File: config.mk
export PLATFORM = sky130hd
export DESIGN_NAME = xaui_rx_align_ctrl_flat
export DESIGN_NICKNAME = d
export VERILOG_FILES = /design/src/rtl/xaui_ctrl_pkg.sv /design/src/rtl/xaui_rx_align_ctrl_if.sv /design/src/rtl/xaui_err_window.sv /design/src/rtl/xaui_rx_align_ctrl.sv /design/src/flat_wrapper.sv
export SDC_FILE = /design/constraint.sdc
export NUM_CORES = 1
export LEC_CHECK = 0
export CORE_MARGIN = 8
export CORE_UTILIZATION = 40
export CTS_CLUSTER_DIAMETER = 30
export DETAILED_ROUTE_END_ITERATION = 8
export GPL_ROUTABILITY_DRIVEN = 0
export PLACE_DENSITY = 0.62
export SLEW_MARGIN = 25
export SYNTH_ARGS = -nofsm -noshare
export SYNTH_HDL_FRONTEND = slang
export SYNTH_SLANG_ARGS = --single-unit
File: constraint.sdc
create_clock -name clk -period 2.4 [get_ports clk]
set_input_delay 0.36 -clock clk [delete_from_list [all_inputs] [get_ports clk]]
set_output_delay 0.36 -clock clk [all_outputs]
set_load 0.005 [all_outputs]
File: src/rtl/xaui_ctrl_pkg.sv
// Shared definitions for the XAUI receive alignment controller.
// Holds the FSM state encodings, the buffer-reset pulse length, the
// comma-sync run length and a counter width helper.
package xaui_ctrl_pkg;

    localparam logic [2:0] StIdle     = 3'd0;
    localparam logic [2:0] StWaitLock = 3'd1;
    localparam logic [2:0] StAlign    = 3'd2;
    localparam logic [2:0] StSynced   = 3'd3;
    localparam logic [2:0] StBufRst   = 3'd4;

    localparam int unsigned BufRstLen  = 4;  // cycles rxbufreset stays asserted
    localparam int unsigned SyncRunLen = 8;  // consecutive all-lane sync cycles to declare SYNCED

    // Width of a counter that must hold 0 .. n-1 (never narrower than one bit).
    function automatic int unsigned cnt_width(input int unsigned n);
        return (n > 1) ? $clog2(n) : 1;
    endfunction

endpackage

File: src/rtl/xaui_rx_align_ctrl_if.sv
// Status/control bundle between the XAUI transceiver lanes and the
// alignment controller.
//   slave  : controller side (reads lane status, drives lane controls)
//   master : transceiver/stimulus side
// Signals: enable, rxlock[3:0], rxelecidle[3:0], rxsyncok[3:0],
//          rxcodevalid[7:0] (2 bits per lane), rxbufferr[3:0] into the
//          controller; rxencommaalign[3:0], rxbufreset[3:0], link_up,
//          state[2:0], retry_count[7:0] out of it.
interface xaui_rx_align_ctrl_if;

    logic       enable;
    logic [3:0] rxlock;
    logic [3:0] rxelecidle;
    logic [3:0] rxsyncok;
    logic [7:0] rxcodevalid;
    logic [3:0] rxbufferr;
    logic [3:0] rxencommaalign;
    logic [3:0] rxbufreset;
    logic       link_up;
    logic [2:0] state;
    logic [7:0] retry_count;

    modport slave (
        input  enable, rxlock, rxelecidle, rxsyncok, rxcodevalid, rxbufferr,
        output rxencommaalign, rxbufreset, link_up, state, retry_count
    );

    modport master (
        output enable, rxlock, rxelecidle, rxsyncok, rxcodevalid, rxbufferr,
        input  rxencommaalign, rxbufreset, link_up, state, retry_count
    );

endinterface

File: src/rtl/xaui_err_window.sv
// Code-error rate monitor for the SYNCED state.
// A window counter wraps every ERR_WINDOW cycles and clears the error
// count; an error on the wrap cycle becomes the first error of the new
// window. limit_hit flags (combinationally) the cycle whose error brings
// the count to ERR_LIMIT.
// Ports: clk, rst_n  - clock, async active-low reset
//        clr         - zero both counters (takes priority over run)
//        run         - count this cycle
//        err         - this cycle carries a code error
//        limit_hit   - error limit reached in this cycle
module xaui_err_window
    import xaui_ctrl_pkg::*;
#(
    parameter int unsigned ERR_LIMIT  = 16,
    parameter int unsigned ERR_WINDOW = 4096
) (
    input  logic clk,
    input  logic rst_n,
    input  logic clr,
    input  logic run,
    input  logic err,
    output logic limit_hit
);

    localparam int unsigned WinW = cnt_width(ERR_WINDOW);
    // One extra code point so the count can represent ERR_LIMIT itself.
    localparam int unsigned ErrW = cnt_width(ERR_LIMIT + 1);
    localparam logic [WinW-1:0] WinMax = WinW'(ERR_WINDOW - 1);
    localparam logic [ErrW-1:0] ErrLim = ErrW'(ERR_LIMIT);

    logic [WinW-1:0] win_q, win_d;
    logic [ErrW-1:0] err_q, err_d, err_next;
    logic            wrap;

    assign wrap      = (win_q == WinMax);
    assign err_next  = wrap ? ErrW'(err) : err_q + ErrW'(err);
    assign limit_hit = run && (err_next >= ErrLim);

    always_comb begin
        win_d = win_q;
        err_d = err_q;
        if (clr) begin
            win_d = '0;
            err_d = '0;
        end else if (run) begin
            win_d = wrap ? '0 : win_q + WinW'(1);
            err_d = err_next;
        end
    end

    always_ff @(posedge clk or negedge rst_n) begin
        if (!rst_n) begin
            win_q <= '0;
            err_q <= '0;
        end else begin
            win_q <= win_d;
            err_q <= err_d;
        end
    end

endmodule

File: src/rtl/xaui_rx_align_ctrl.sv
// XAUI receive alignment controller.
// Waits for all four lanes to hold CDR lock, enables comma alignment until
// every lane reports sync for SyncRunLen consecutive cycles, then monitors
// buffer errors and code-error rate, issuing a BufRstLen-cycle rx buffer
// reset on trouble. All outputs are registered.
// Ports: clk, rst_n - clock, async active-low reset
//        bus        - lane status in / lane control, link_up, state,
//                     retry_count out (see xaui_rx_align_ctrl_if)
module xaui_rx_align_ctrl
    import xaui_ctrl_pkg::*;
#(
    parameter int unsigned LOCK_WAIT    = 1024,
    parameter int unsigned SYNC_TIMEOUT = 65536,
    parameter int unsigned ERR_LIMIT    = 16,
    parameter int unsigned ERR_WINDOW   = 4096
) (
    input  logic                 clk,
    input  logic                 rst_n,
    xaui_rx_align_ctrl_if.slave  bus
);

    localparam int unsigned LockW  = cnt_width(LOCK_WAIT);
    localparam int unsigned TmoW   = cnt_width(SYNC_TIMEOUT);
    localparam int unsigned RunW   = cnt_width(SyncRunLen);
    localparam int unsigned PulseW = cnt_width(BufRstLen);
    localparam logic [LockW-1:0]  LockMax  = LockW'(LOCK_WAIT - 1);
    localparam logic [TmoW-1:0]   TmoMax   = TmoW'(SYNC_TIMEOUT - 1);
    localparam logic [RunW-1:0]   RunMax   = RunW'(SyncRunLen - 1);
    localparam logic [PulseW-1:0] PulseMax = PulseW'(BufRstLen - 1);

    logic [2:0]        state_q, state_d;
    logic [LockW-1:0]  lock_q, lock_d;
    logic [TmoW-1:0]   tmo_q, tmo_d;
    logic [RunW-1:0]   run_q, run_d;
    logic [PulseW-1:0] pulse_q, pulse_d;
    logic [7:0]        retry_q, retry_d;
    logic [3:0]        comma_q, bufrst_q;
    logic              link_q;
    logic              lane_ok, err_hit, state_change;

    assign lane_ok      = (bus.rxlock == 4'hF) && (bus.rxelecidle == 4'h0);
    assign state_change = (state_d != state_q);

    xaui_err_window #(
        .ERR_LIMIT  (ERR_LIMIT),
        .ERR_WINDOW (ERR_WINDOW)
    ) u_err_window (
        .clk       (clk),
        .rst_n     (rst_n),
        .clr       (state_change || (state_q != StSynced)),
        .run       (state_q == StSynced),
        .err       (bus.rxcodevalid != 8'hFF),
        .limit_hit (err_hit)
    );

    always_comb begin
        state_d = state_q;
        lock_d  = '0;
        tmo_d   = '0;
        run_d   = '0;
        pulse_d = '0;
        case (state_q)
            StIdle: begin
                if (bus.enable) state_d = StWaitLock;
            end
            StWaitLock: begin
                if (lane_ok) begin
                    if (lock_q == LockMax) state_d = StAlign;
                    else                   lock_d  = lock_q + LockW'(1);
                end
            end
            StAlign: begin
                if (bus.rxsyncok == 4'hF) begin
                    if (run_q == RunMax) state_d = StSynced;
                    else                 run_d   = run_q + RunW'(1);
                end
                // Completing the sync run wins over a coincident timeout.
                if (state_d == StAlign) begin
                    if (tmo_q == TmoMax) state_d = StBufRst;
                    else                 tmo_d   = tmo_q + TmoW'(1);
                end
            end
            StSynced: begin
                if ((bus.rxbufferr != 4'h0) || err_hit) state_d = StBufRst;
            end
            StBufRst: begin
                if (pulse_q == PulseMax) state_d = StWaitLock;
                else                     pulse_d = pulse_q + PulseW'(1);
            end
            default: state_d = StIdle;
        endcase

        if (((state_q == StAlign) || (state_q == StSynced)) && !lane_ok) state_d = StWaitLock;
        if (!bus.enable) state_d = StIdle;

        // Every state entry starts all counters from zero.
        if (state_d != state_q) begin
            lock_d  = '0;
            tmo_d   = '0;
            run_d   = '0;
            pulse_d = '0;
        end

        retry_d = retry_q;
        if ((state_d == StBufRst) && (state_q != StBufRst) && (retry_q != 8'hFF)) begin
            retry_d = retry_q + 8'd1;
        end
    end

    // Outputs are decoded from state_d so they change on the same edge as state.
    always_ff @(posedge clk or negedge rst_n) begin
        if (!rst_n) begin
            state_q  <= StIdle;
            lock_q   <= '0;
            tmo_q    <= '0;
            run_q    <= '0;
            pulse_q  <= '0;
            retry_q  <= '0;
            comma_q  <= '0;
            bufrst_q <= '0;
            link_q   <= 1'b0;
        end else begin
            state_q  <= state_d;
            lock_q   <= lock_d;
            tmo_q    <= tmo_d;
            run_q    <= run_d;
            pulse_q  <= pulse_d;
            retry_q  <= retry_d;
            comma_q  <= (state_d == StAlign)  ? 4'hF : 4'h0;
            bufrst_q <= (state_d == StBufRst) ? 4'hF : 4'h0;
            link_q   <= (state_d == StSynced);
        end
    end

    assign bus.state          = state_q;
    assign bus.rxencommaalign = comma_q;
    assign bus.rxbufreset     = bufrst_q;
    assign bus.link_up        = link_q;
    assign bus.retry_count    = retry_q;

endmodule
File: src/flat_wrapper.sv
// flat-port wrapper written by rule: the top's interface ports become plain ports
module xaui_rx_align_ctrl_flat import xaui_ctrl_pkg::*;
#(
    parameter int unsigned LOCK_WAIT    = 1024,
    parameter int unsigned SYNC_TIMEOUT = 65536,
    parameter int unsigned ERR_LIMIT    = 16,
    parameter int unsigned ERR_WINDOW   = 4096
)
  (clk, rst_n, bus_enable, bus_rxlock, bus_rxelecidle, bus_rxsyncok, bus_rxcodevalid, bus_rxbufferr, bus_rxencommaalign, bus_rxbufreset, bus_link_up, bus_state, bus_retry_count);
  xaui_rx_align_ctrl_if bus_i ();
  input  logic clk;
  input  logic rst_n;
  input wire logic [$bits(bus_i.enable)-1:0] bus_enable;
  input wire logic [$bits(bus_i.rxlock)-1:0] bus_rxlock;
  input wire logic [$bits(bus_i.rxelecidle)-1:0] bus_rxelecidle;
  input wire logic [$bits(bus_i.rxsyncok)-1:0] bus_rxsyncok;
  input wire logic [$bits(bus_i.rxcodevalid)-1:0] bus_rxcodevalid;
  input wire logic [$bits(bus_i.rxbufferr)-1:0] bus_rxbufferr;
  output wire logic [$bits(bus_i.rxencommaalign)-1:0] bus_rxencommaalign;
  output wire logic [$bits(bus_i.rxbufreset)-1:0] bus_rxbufreset;
  output wire logic [$bits(bus_i.link_up)-1:0] bus_link_up;
  output wire logic [$bits(bus_i.state)-1:0] bus_state;
  output wire logic [$bits(bus_i.retry_count)-1:0] bus_retry_count;
  assign bus_i.enable = bus_enable;
  assign bus_i.rxlock = bus_rxlock;
  assign bus_i.rxelecidle = bus_rxelecidle;
  assign bus_i.rxsyncok = bus_rxsyncok;
  assign bus_i.rxcodevalid = bus_rxcodevalid;
  assign bus_i.rxbufferr = bus_rxbufferr;
  assign bus_rxencommaalign = bus_i.rxencommaalign;
  assign bus_rxbufreset = bus_i.rxbufreset;
  assign bus_link_up = bus_i.link_up;
  assign bus_state = bus_i.state;
  assign bus_retry_count = bus_i.retry_count;
  xaui_rx_align_ctrl #(.LOCK_WAIT(LOCK_WAIT), .SYNC_TIMEOUT(SYNC_TIMEOUT), .ERR_LIMIT(ERR_LIMIT), .ERR_WINDOW(ERR_WINDOW)) u_core (.clk(clk), .rst_n(rst_n), .bus(bus_i));
endmodule
Figure 1. A small window of the routed layout (run 1).
Bar = 10 um. Region (41, 19) to (66, 44) um. Cells in gray, sequential cells in the stronger gray; small squares are vias.
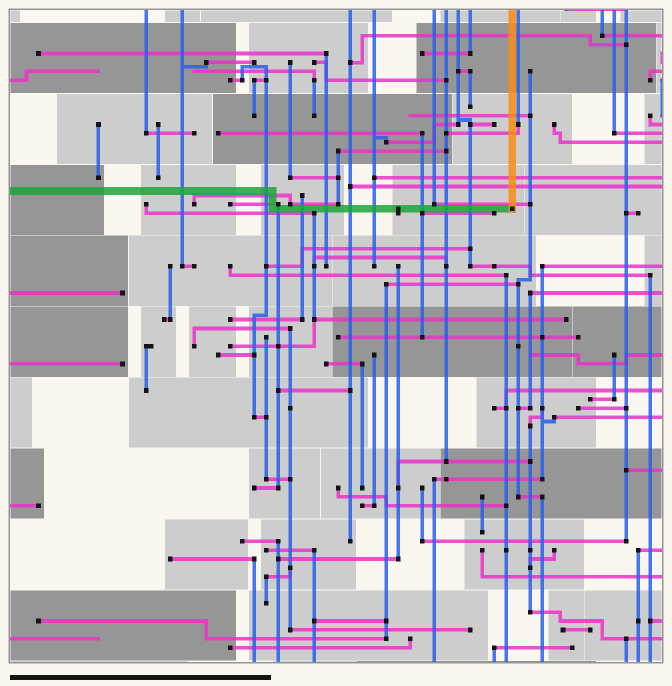
Key: met4 = orange; met2 = blue; met3 = green; met1 = magenta
28 logic cells have their middle in the window. Sequential cells in the window: 6. Most frequent: dfrtp_1 (6), nor4_2 (5). Netlist names of flops here include u_core.u_err_window.err_q (4), u_core.u_err_window.win_q (2).

Figure 2. Gate-type map (run 1).
Bar = 20 um.
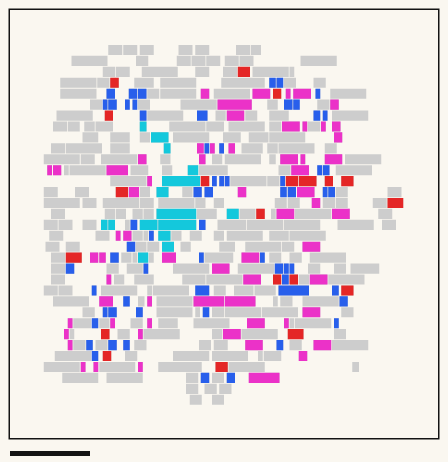
Key: NAND gates = blue [cells 62]; inverting AOI/OAI gates = cyan [cells 15]; AND and OR gates = red [cells 20]; NOR gates = magenta [cells 63]

==> highlights.md, run 1 <==
* 62 — post-synthesis sequential element count
* dfrtp_1 — dominant logic cell type in the layout
* dfrtp_1 47%, xor2_1 6.4%, xnor2_1 4.5%, nor4_1 4.0%, nor4_2 3.8% — most area-consuming cells after synthesis
* 40.5% — share of the core filled by cells before placement
* -0.0203 ns — Final WS setup
* -0.0356 ns — Setup TNS
* 62 — total number of clock tree sinks
* 218 — Combinational Gates
* complete, but fails checks — result of the run
* 1.05 mW — sequential cell power
* 0 ns — flop-to-flop setup slack
* true — setup repair after global routing missed its margin
* 10 — Non-clk invs
* 1.00 mW — Clk power
* 2,508 — number of vias in the routed layout
* 0.113 mW — combinational gate power
* 16 — number of flip-flops under the largest register name
* combinational gates — largest contributor to cell area by class
* 79 — Non-clock buffers
* clkbuf_8 — root buf cell
* 306 — Synth Instances
* dfrtp_1 — most common cell in the synthesized netlist
* 46 — count of buffers inserted at the top-level ports
* 67 — drt first-iter violations
* 2.58 ns — Critical Path RT
* 1790 um^2 — area taken by multi-input logic gates
* 8090 um^2 — placeable core region
* 0.00492 ns — worst hold slack after final layout
* 1.79 nW — static leakage
* 10.7 um^2 — Avg Inst Size Synth
* 2.16 mW — final total power
* 0 — final-report hold violation count
* 0 — antenna violations before repair
* 0.33 ns — insertion delay of the later-clocked pin in the worst-skew pair
* 5.2% — part of the total power dissipated in combinational logic
* u_core.tmo_q[1]$_DFF_PN0_ — FF-to-FF Start
* 47 — Boundary Pins
* 0 — cts-stage hold buffer count
* dfrtp_1 — leading register cell type out of synthesis
* setup timing — failing checks
* 483 nW/um^2 — power per cell area
* -0.596 ns — pre-CTS WS
* 0 — gr ovfl total
* 306 — cell count in the Yosys report
* or4_4 — Slowest-stage cell, CP
* registers — top power consumer group
* 0 — number of nets still failing antenna checks after routing
* dfrtp_1 — cell accounting for the most synthesized area
* 12 — number of clock buffer instances in the layout
* u_core.tmo_q — most flop-heavy register
* 40 — maximum number of pins on one net before global-route repair
* 107 um — die outline height
* 468 — dpl cells
* 0 — Yosys warning count
* 0 — EDFF count, synth
* 0 — final count of pins violating max slew
* 101% — final cycle utilization of the critical path
* 2,618 — number of global-route vias before repair
* 0 — Post-route DRC
* 326 uV — IR Drop Worst-Case VDD
* 4 — first-pass detailed-route iteration total
* input pin to register — worst setup path category
* 0.451 mW — Net Switching
* 1.71 mW — Int Power
* 3 — Setup Viol. Count Final
* input pin to asynchronous set/reset pin — min-delay worst type
* 342 — nets in the synthesized netlist
* 0.687 ns — pin slew with the least headroom to its limit
* 5.12 — via count normalized by instance count
* 7180 um — Total Routed Length
* 4.80% — clock network contribution to total cell area
* u_core.u_err_window.win_q[9]$_DFFE_PN0P_ — end of the critical path
* 47.3% — sequential share of the synthesized area
* 0 — diode insertion count for antenna repair
* 100% — fraction of registers with async set or reset after synthesis
* built — CTS tree
* 46.3% — proportion of power drawn by the clock network
Figure 3. Cell placement (run 1).
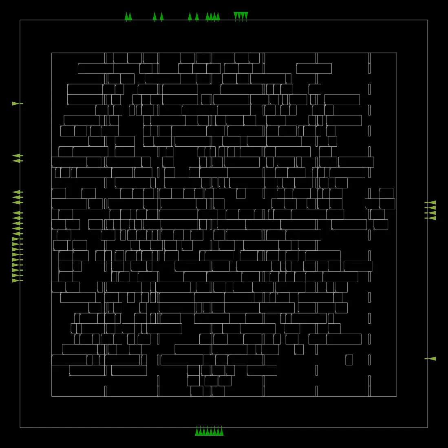
final core utilization: 55.4%
final standard cell count with taps included and fillers excluded: 490
flip-flop and latch count: 62
flop share of the area: 34.6%
number of fillers in the final layout: 729

run 1: per-layer routing:
| metal | share of wire (%) | vias to the layer above | track usage, % |
|---|---|---|---|
| li1 | - | 1247 | - |
| met1 | 48 | 1215 | 17.8 |
| met2 | 46 | 40 | 19.4 |
| met3 | 5.5 | 6 | 4.84 |
| met4 | 0.90 | 0 | 4.02 |
| met5 | 0 | - | 0 |
run 1: worst max-delay path, delay by kind of cell:
family	cells	cell delay [ns]
AOI/OAI and AO/OA	3	0.90
buffers and inverters	3	0.71
and+or+nand+nor	2	0.63
run 1: logic make-up after synthesis:
logic type | synth area share (%)
and+or+nand+nor | 26.9
DFF | 47.3
xor gates and xnor gates | 11.0
buffers and inverters | 4.66
AOI/OAI and AO/OA | 5.96
adders and majority gates | 3.44
muxes | 0.649
other | 0.114
--- run 2 (diff from run 1) ---
Settings changed: PLACE_DENSITY 0.62 to 0.6, SKIP_LAST_GASP set to 1.
Clock period 2.4 ns to 2.7 ns, I/O delays scaled along.
==> run 2 against run 1 <==
  * The run now ends clean
  * Synthesized area unchanged
  * Total power decreased by 19%
  * Combinational power down 7%
  * Non-clock buffer count is 3 lower
  * Die size did not move
  * Count of clock-buffer cells in the layout decreased by 1
  * Clock power is about 30% lower
  * Via count rose by 4.2%
  * Sequential share of layout area down 0.22 points
  * Register-to-register slack gained 0.23 ns
  * Routed wire length rose by 6.9%
  * Worst setup slack better by 0.19 ns
  * Critical path type unchanged
  * Highest routed layer unchanged
==> highlights.md, run 2 <==
* 17.7% — layout buffering overhead excluding clock cells
* 2,643 — number of global-route vias before repair, +0.95%
* 0 — diode insertion count for antenna repair, unchanged
* built — CTS tree
* 33 — # rows
* 12,700 um — first-pass GRT wire length
* 1.83 nW — static leakage, +2.2%
* 34 — maximum number of pins on one net before global-route repair, -15%
* 11.0% — post-synthesis xor/xnor area fraction, unchanged
* 2 — buffers inserted during post-CTS setup optimization
* u_core.tmo_q — most flop-heavy register
* 8 — maximum fanout along the worst path
* 26.9% — area share of and/or/nand/nor cells after synthesis, unchanged
* 46 — count of buffers inserted at the top-level ports, unchanged
* 0 — cts-stage hold buffer count, unchanged
* 10 — Non-clk invs, unchanged
* 0 — final count of pins violating max slew, unchanged
* 24.1% — share of post-route cells with drive strength above 1
* dfrtp_1 — cell accounting for the most synthesized area
* 76 — Non-clock buffers, -3.8%
* 2.89 ns — Critical Path RT, +0.31 ns
* 242 uV — IR Drop Worst-Case VDD, -26%
* 0.413 mW — Net Switching, -8.3%
* finished, final reports clean — result of the run
* 71 — drt first-iter violations, +6.0%
* 3730 um — Met2 Wirelength, +13%
* 40.4% — proportion of power drawn by the clock network, -5.9 points
* 387 nW/um^2 — power per cell area, -20%
* 0.07 ns — clock transition at the register clock pins on the worst setup and hold paths after CTS
* 62 — total number of clock tree sinks, unchanged
* 0.23 ns — flop-to-flop setup slack, +0.23 ns
* 6.0% — part of the total power dissipated in combinational logic, +0.8 points
* clkbuf_8 — root buf cell
* 0.916 ns — pin slew with the least headroom to its limit, +0.229 ns
* simple AND/OR/NAND/NOR gates — combinational family with the most area after synthesis
* 47 — Boundary Pins, unchanged
* 0.105 mW — combinational gate power, -7%
* dfrtp_1 — dominant logic cell type in the layout
* 732 — number of fillers in the final layout, +0.41%
* 100% — fraction of registers with async set or reset after synthesis, unchanged
* 0 — antenna violations before repair, unchanged
* 0.57 ns — Largest stage delay, worst path
* 342 — nets in the synthesized netlist, unchanged
* registers — top power consumer group
* u_core.tmo_q: 16 flops, u_core.u_err_window.win_q: 12 flops, u_core.lock_q: 10 flops — top flop regs
* 464 — dpl cells, -0.85%
* 1.74 mW — final total power, -19%
* u_core.tmo_q[0]$_DFF_PN0_ — FF-to-FF Start
* simple AND/OR/NAND/NOR gates — category of cells accounting for the largest share of critical-path delay
* 34.4% — flop share of the area, -0.22 points
* 306 — Synth Instances, unchanged
* 38.9% — normalized max-slew margin
* 93.7% — final cycle utilization of the critical path
* 0 — final-report hold violation count, unchanged
* input pin to register — worst setup path category
* 2,614 — number of vias in the routed layout, +4.2%
* 4 — first-pass detailed-route iteration total, unchanged
* 16 — number of flip-flops under the largest register name, unchanged
* 0.171 ns — Final WS setup, +0.191 ns
* 9 — number of buffers created by CTS
* 0.933 mW — sequential cell power, -10%
* 7680 um — Total Routed Length, +6.9%
* 277 um — wire length on met3, -30%
* or4_1 — Slowest-stage cell, CP
* dfrtp_1 — most common cell in the synthesized netlist
* false — setup repair after global routing missed its margin
* 3 — Worst Path Buf+Inv, unchanged
* 5.37 — via count normalized by instance count, +4.9%
* 1820 um^2 — area taken by multi-input logic gates, +2.0%
* 3280 um^2 — mapped cell area
* 62 — post-synthesis sequential element count, unchanged
* 9 — Stages on worst setup path, +1
* 0 — gr ovfl total, unchanged
* register — nature of the critical path endpoint
* 5.96% — share of synthesized cell area in and-or and or-and compound cells, unchanged
* 0.101 ns — worst hold slack after final layout, +0.0958 ns
* 47.3% — sequential share of the synthesized area, unchanged
* combinational gates — largest contributor to cell area by class
* 11 — number of clock buffer instances in the layout, -1
* 37.6% — layout overhead on the synthesized area
* 0 — Post-route DRC, unchanged
* 62 x dfrtp_1, 24 x xor2_1, 22 x nand2_1 — most frequent cells after synthesis
* 0 — Yosys warning count, unchanged
* 3960 um^2 — Area after DPL
* 107 um — die outline height, unchanged
* 40.5% — share of the core filled by cells before placement, unchanged
* 3.44% — adder share, unchanged
* dfrtp_1 — leading register cell type out of synthesis
* 0 — EDFF count, synth, unchanged
* 0 ns — Setup TNS, +0.0356 ns
* 0.649% — Mux area share, unchanged
* 3280 um^2 — synthesis area per yosys
* 0 — Setup Viol. Count Final, -3
* 3570 um — post-route met1 wirelength, +4.5%
* dfrtp_1 47%, xor2_1 6.4%, xnor2_1 4.5%, nor4_1 4.0%, nor4_2 3.8% — most area-consuming cells after synthesis
* 0.705 mW — Clk power, -30%
* 1.33 mW — Int Power, -22%
* 2.72 ns — WP data arrival
* 218 — Combinational Gates, unchanged
* -0.532 ns — pre-CTS WS, +0.0633 ns
* 47.3% — Synth top area share
* 62 — flip-flop and latch count, unchanged
* 306 — cell count in the Yosys report, unchanged
* met4 — max layer used
* 8090 um^2 — placeable core region, unchanged
* 0.34 ns — insertion delay of the later-clocked pin in the worst-skew pair, about the same
* input pin to asynchronous set/reset pin — min-delay worst type
* 0 — number of nets still failing antenna checks after routing, unchanged
* 3.69% — clock network contribution to total cell area, -1.1 points
* 10.7 um^2 — Avg Inst Size Synth, unchanged
run 2: cell counts after synthesis:
No cell type changed its count.
run 2: per-layer routing:
layer	GRT usage [%]	vias up
li1	-	1253
met1	17.6	1299
met2	21.9	52
met3	3.21	10
met4	6.83	0
met5	0	-
run 2: worst paths after layout:
check / end
worst max-delay path: u_core.u_err_window.win_q[11]$_DFFE_PN0P_
worst min register to register: u_core.pulse_q[0]$_DFF_PN0_
worst min-delay path: u_core.u_err_window.win_q[8]$_DFFE_PN0P_
min in group clk: u_core.pulse_q[0]$_DFF_PN0_
worst max register to register: u_core.u_err_window.win_q[11]$_DFFE_PN0P_
max in group asynchronous: u_core.u_err_window.win_q[5]$_DFFE_PN0P_
Figure 4. A small window of the routed layout (run 2).
Bar = 10 um. Region (41, 19) to (66, 44) um. Cells in gray, sequential cells in the stronger gray; small squares are vias.
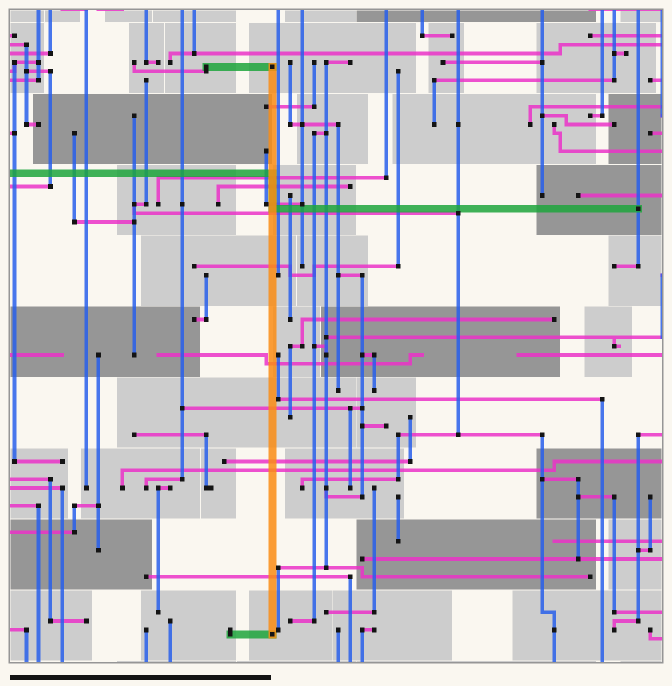

Figure 5. Cell placement (run 2).
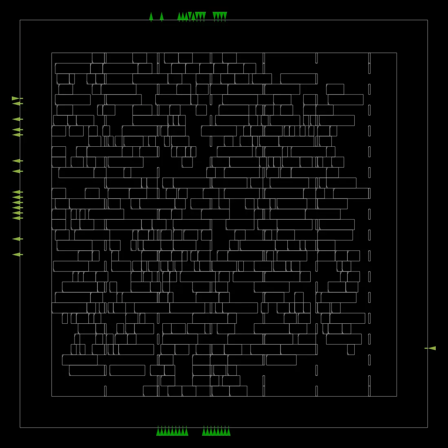
Tapcells: 105
final core utilization: 55.7%
final standard cell count with taps included and fillers excluded: 487

--- run 3 (diff from run 2) ---
Settings changed: CORE_ASPECT_RATIO set to 2.
==> run 3 against run 2 <==
  * Via count down 0.38%
  * Total power up 33%
  * Combinational power up about 10%
  * Worst setup slack worse by 0.032 ns
  * Register-to-register slack worse by 0.02 ns
  * Largest cell class unchanged
  * Synthesized cell count unchanged
==> highlights.md, run 3 <==
* 2,604 — number of vias in the routed layout, -0.38%
* 0.649% — Mux area share, unchanged
* 80 um — die span in x
* 62 x dfrtp_1, 24 x xor2_1, 22 x nand2_1 — most frequent cells after synthesis
* dfrtp_1 — most common cell in the synthesized netlist
* 0.21 ns — flop-to-flop setup slack, -0.02 ns
* 342 — nets in the synthesized netlist, unchanged
* 0.05 ns — clock transition at the register clock pins on the worst setup and hold paths after CTS, -0.02 ns
* 1820 um^2 — area taken by multi-input logic gates, -0.14%
* 62 x dfrtp_1, 37 x clkdlybuf4s50_1, 24 x xor2_1 — most frequent cells in the layout
* 13,000 um — first-pass GRT wire length, +2.3%
* dfrtp_1 — cell accounting for the most synthesized area
* 52 — count of unique library cells instantiated by Yosys
* simple AND/OR/NAND/NOR gates — combinational family with the most area after synthesis
* 40.9% — normalized max-slew margin, +1.9 points
* 17.5 um — average wire per standard cell
* 11.0% — post-synthesis xor/xnor area fraction, unchanged
* false — setup repair after global routing missed its margin
* bus_rxelecidle[1] — launch point of the critical path
* 3 — CTS H-Tree Depth
* input pin to register — worst setup path category
* 500 nW/um^2 — power per cell area, +29%
* 0 — Setup Viol. Count Final, unchanged
* dfrtp_1 — leading register cell type out of synthesis
* 47 — Boundary Pins, unchanged
* 0 — EDFF count, synth, unchanged
* 2,775 — number of global-route vias before repair, +5.0%
* 0 — Post-route DRC, unchanged
* 41.8% — layout overhead on the synthesized area
* finished, final reports clean — result of the run
* 4 — Worst Path Buf+Inv, +1
* 47.3% — sequential share of the synthesized area, unchanged
* 3.44% — adder share, unchanged
* 452 — dpl cells, -2.6%
* 16.8% — layout buffering overhead excluding clock cells, -0.98 points
* dfrtp_1 47%, xor2_1 6.4%, xnor2_1 4.5%, nor4_1 4.0%, nor4_2 3.8% — most area-consuming cells after synthesis
* 94.9% — final cycle utilization of the critical path, +1.2 points
* 2.87 ns — Critical Path RT, -0.02 ns
* 306 — Synth Instances, unchanged
* 0 ns — Setup TNS, unchanged
* 0 — cts-stage hold buffer count, unchanged
* 0 — gr ovfl total, unchanged
* 390 MHz — peak clock frequency supported by timing
* 7.22% — clock network contribution to total cell area, +3.5 points
* input pin to asynchronous set/reset pin — min-delay worst type
* 3280 um^2 — synthesis area per yosys, unchanged
* input pin — launching element type of the critical path
* 0.33 ns — insertion delay of the later-clocked pin in the worst-skew pair, about the same
* clkdlybuf4s50_1 -> or4_1 -> nor2_2 -> nand4_1 -> buf_4 -> o21a_1 -> a311oi_4 -> buf_4 -> buf_12 -> nor4_1 — worst-path cell chain
* 10 — Stages on worst setup path, +1
* 0.138 ns — Final WS setup, -0.0324 ns
* 1.89 nW — static leakage, +3.4%
* 47.3% — Synth top area share, unchanged
* 5420 um — Detailed Place HPWL
* 2.32 mW — final total power, +33%
* 3900 um^2 — Area after DPL, -1.5%
* 26 — number of warning messages in the logs
* clkbuf_16 — root buf cell
* 14.5% — total routing resource utilization after global routing
* 2.73 ns — WP data arrival, about the same
* 16 — number of flip-flops under the largest register name, unchanged
* 4650 um^2 — post-route cell area
* u_core.tmo_q[7]$_DFF_PN0_ — endpoint of the lowest-slack register-to-register path
* u_core.lock_q[0]$_DFF_PN0_ — FF-to-FF Start
* 120 — drt first-iter violations, +69%
* 39.2% — multi-input combinational area share
* 62 — post-synthesis sequential element count, unchanged
* 62 — flip-flop and latch count, unchanged
* u_core.tmo_q — most flop-heavy register
* 19 — maximum fanout along the worst path, +11
* buffers and inverters — category of cells accounting for the largest share of critical-path delay
* 10 — FF-to-FF path depth
* u_core.tmo_q[7]$_DFF_PN0_ — end of the critical path
* 8120 um^2 — placeable core region, +0.28%
* 0 — final-report hold violation count, unchanged
* 410 — number of nets in the finished design
* 0 — final count of pins violating max slew, unchanged
* 2.56 ns — final worst path period need
* 5.46 — via count normalized by instance count, +1.7%
* 38 — maximum number of pins on one net before global-route repair, +12%
* 0 — diode insertion count for antenna repair, unchanged
* 10 — Non-clk invs, unchanged
* 335 uV — IR Drop Worst-Case VDD, +38%
* 26.9% — area share of and/or/nand/nor cells after synthesis, unchanged
* 0 — antenna violations before repair, unchanged
* 144 um — die outline height, +35%
* 1550 um^2 — combined flip-flop and latch cell area
* 2 — maximum buffer depth of the clock tree
* 0 — Maximum Capacitance Violations
* -0.498 ns — pre-CTS WS, +0.0346 ns
* built — CTS tree
* 62 — total number of clock tree sinks, unchanged
* 24.0% — share of post-route cells with drive strength above 1, -0.073 points
* 10.7 um^2 — Avg Inst Size Synth, unchanged
* 0 — Yosys warning count, unchanged
* 9 — number of buffers created by CTS, unchanged
* or4_1 — Slowest-stage cell, CP
* 3280 um^2 — mapped cell area, unchanged
* 40.4% — share of the core filled by cells before placement, -0.11 points
* combinational gates — largest contributor to cell area by class
* 100% — fraction of registers with async set or reset after synthesis, unchanged
* buf_4 — library cell appearing most often on the critical path
* 73 — Non-clock buffers, -3.9%
* 46 — count of buffers inserted at the top-level ports, unchanged
* 4 — first-pass detailed-route iteration total, unchanged
* 218 — Combinational Gates, unchanged
* 0.00499 ns — Worst Clk Skew
* 0.887 ns — pin slew with the least headroom to its limit, -0.0291 ns
* 0 — number of nets still failing antenna checks after routing, unchanged
* 8350 um — Total Routed Length, +8.8%
* 13 — number of clock buffer instances in the layout, +2
* 11,500 um^2 — Total Die Area
* register — nature of the critical path endpoint
* 306 — cell count in the Yosys report, unchanged
* 0.56 ns — Largest stage delay, worst path, about the same
* 0.0588 ns — worst hold slack after final layout, -0.0420 ns
* 5.96% — share of synthesized cell area in and-or and or-and compound cells, unchanged
* u_core.tmo_q: 16 flops, u_core.u_err_window.win_q: 12 flops, u_core.lock_q: 10 flops — top flop regs
* 658 — number of fillers in the final layout, -10%
* dfrtp_1 — dominant logic cell type in the layout
## run 3: kinds of logic (layout without fill, tap and decap cells)
group,Yosys count,in the layout
XOR/XNOR,41,41
flip-flops,62,62
adder cells (fa/ha/maj),9,9
buffers and inverters,26,99
AND/OR/NAND/NOR,145,145
other,1,1
multiplexers,2,2
AND-OR/OR-AND,20,20
## run 3: power by group
group / internal, mW / switching, mW
clock: 0.881 / 0.391
combinational: 0.0596 / 0.0598
sequential: 0.932 / 0.00107
total: 1.87 / 0.452
## run 3: what timing repair did
item	CTS	global route
endpoints found under the setup margin	45	52
gates resized	15	34
pin swaps	2	7
cloned	0	5
setup buffers	1	3
## run 3: per-layer routing
layer	global-route usage [%]	share of wire (%)	wire (um)
met3	5.23	4.9	409
met4	6.37	2.2	183
met5	0	0	0
met2	24.5	53	4430
met1	15.8	40	3330
Figure 6. Cell placement (run 3).
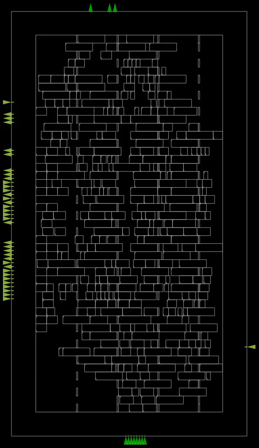
flop share of the area: 33.4%
Tapcells: 98
final standard cell count with taps included and fillers excluded: 477
final core utilization: 57.2%
# rows: 47

Figure 7. Signal metal coverage by tile (run 3).
The die is cut into 16 by 29 equal tiles; black is low, pale yellow is high, scaled to the fullest tile. Values are wire area over tile area, all layers added.
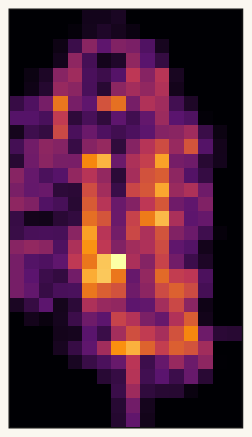
13% of the tiles are over half the peak. The densest ninth of the die: middle. The emptiest ninth of the die: bottom left. The fullest tile reaches 0.51. The mean over all tiles is 0.12. 30% of the tiles are nearly empty.

Power and IR drop assume default switching activity.
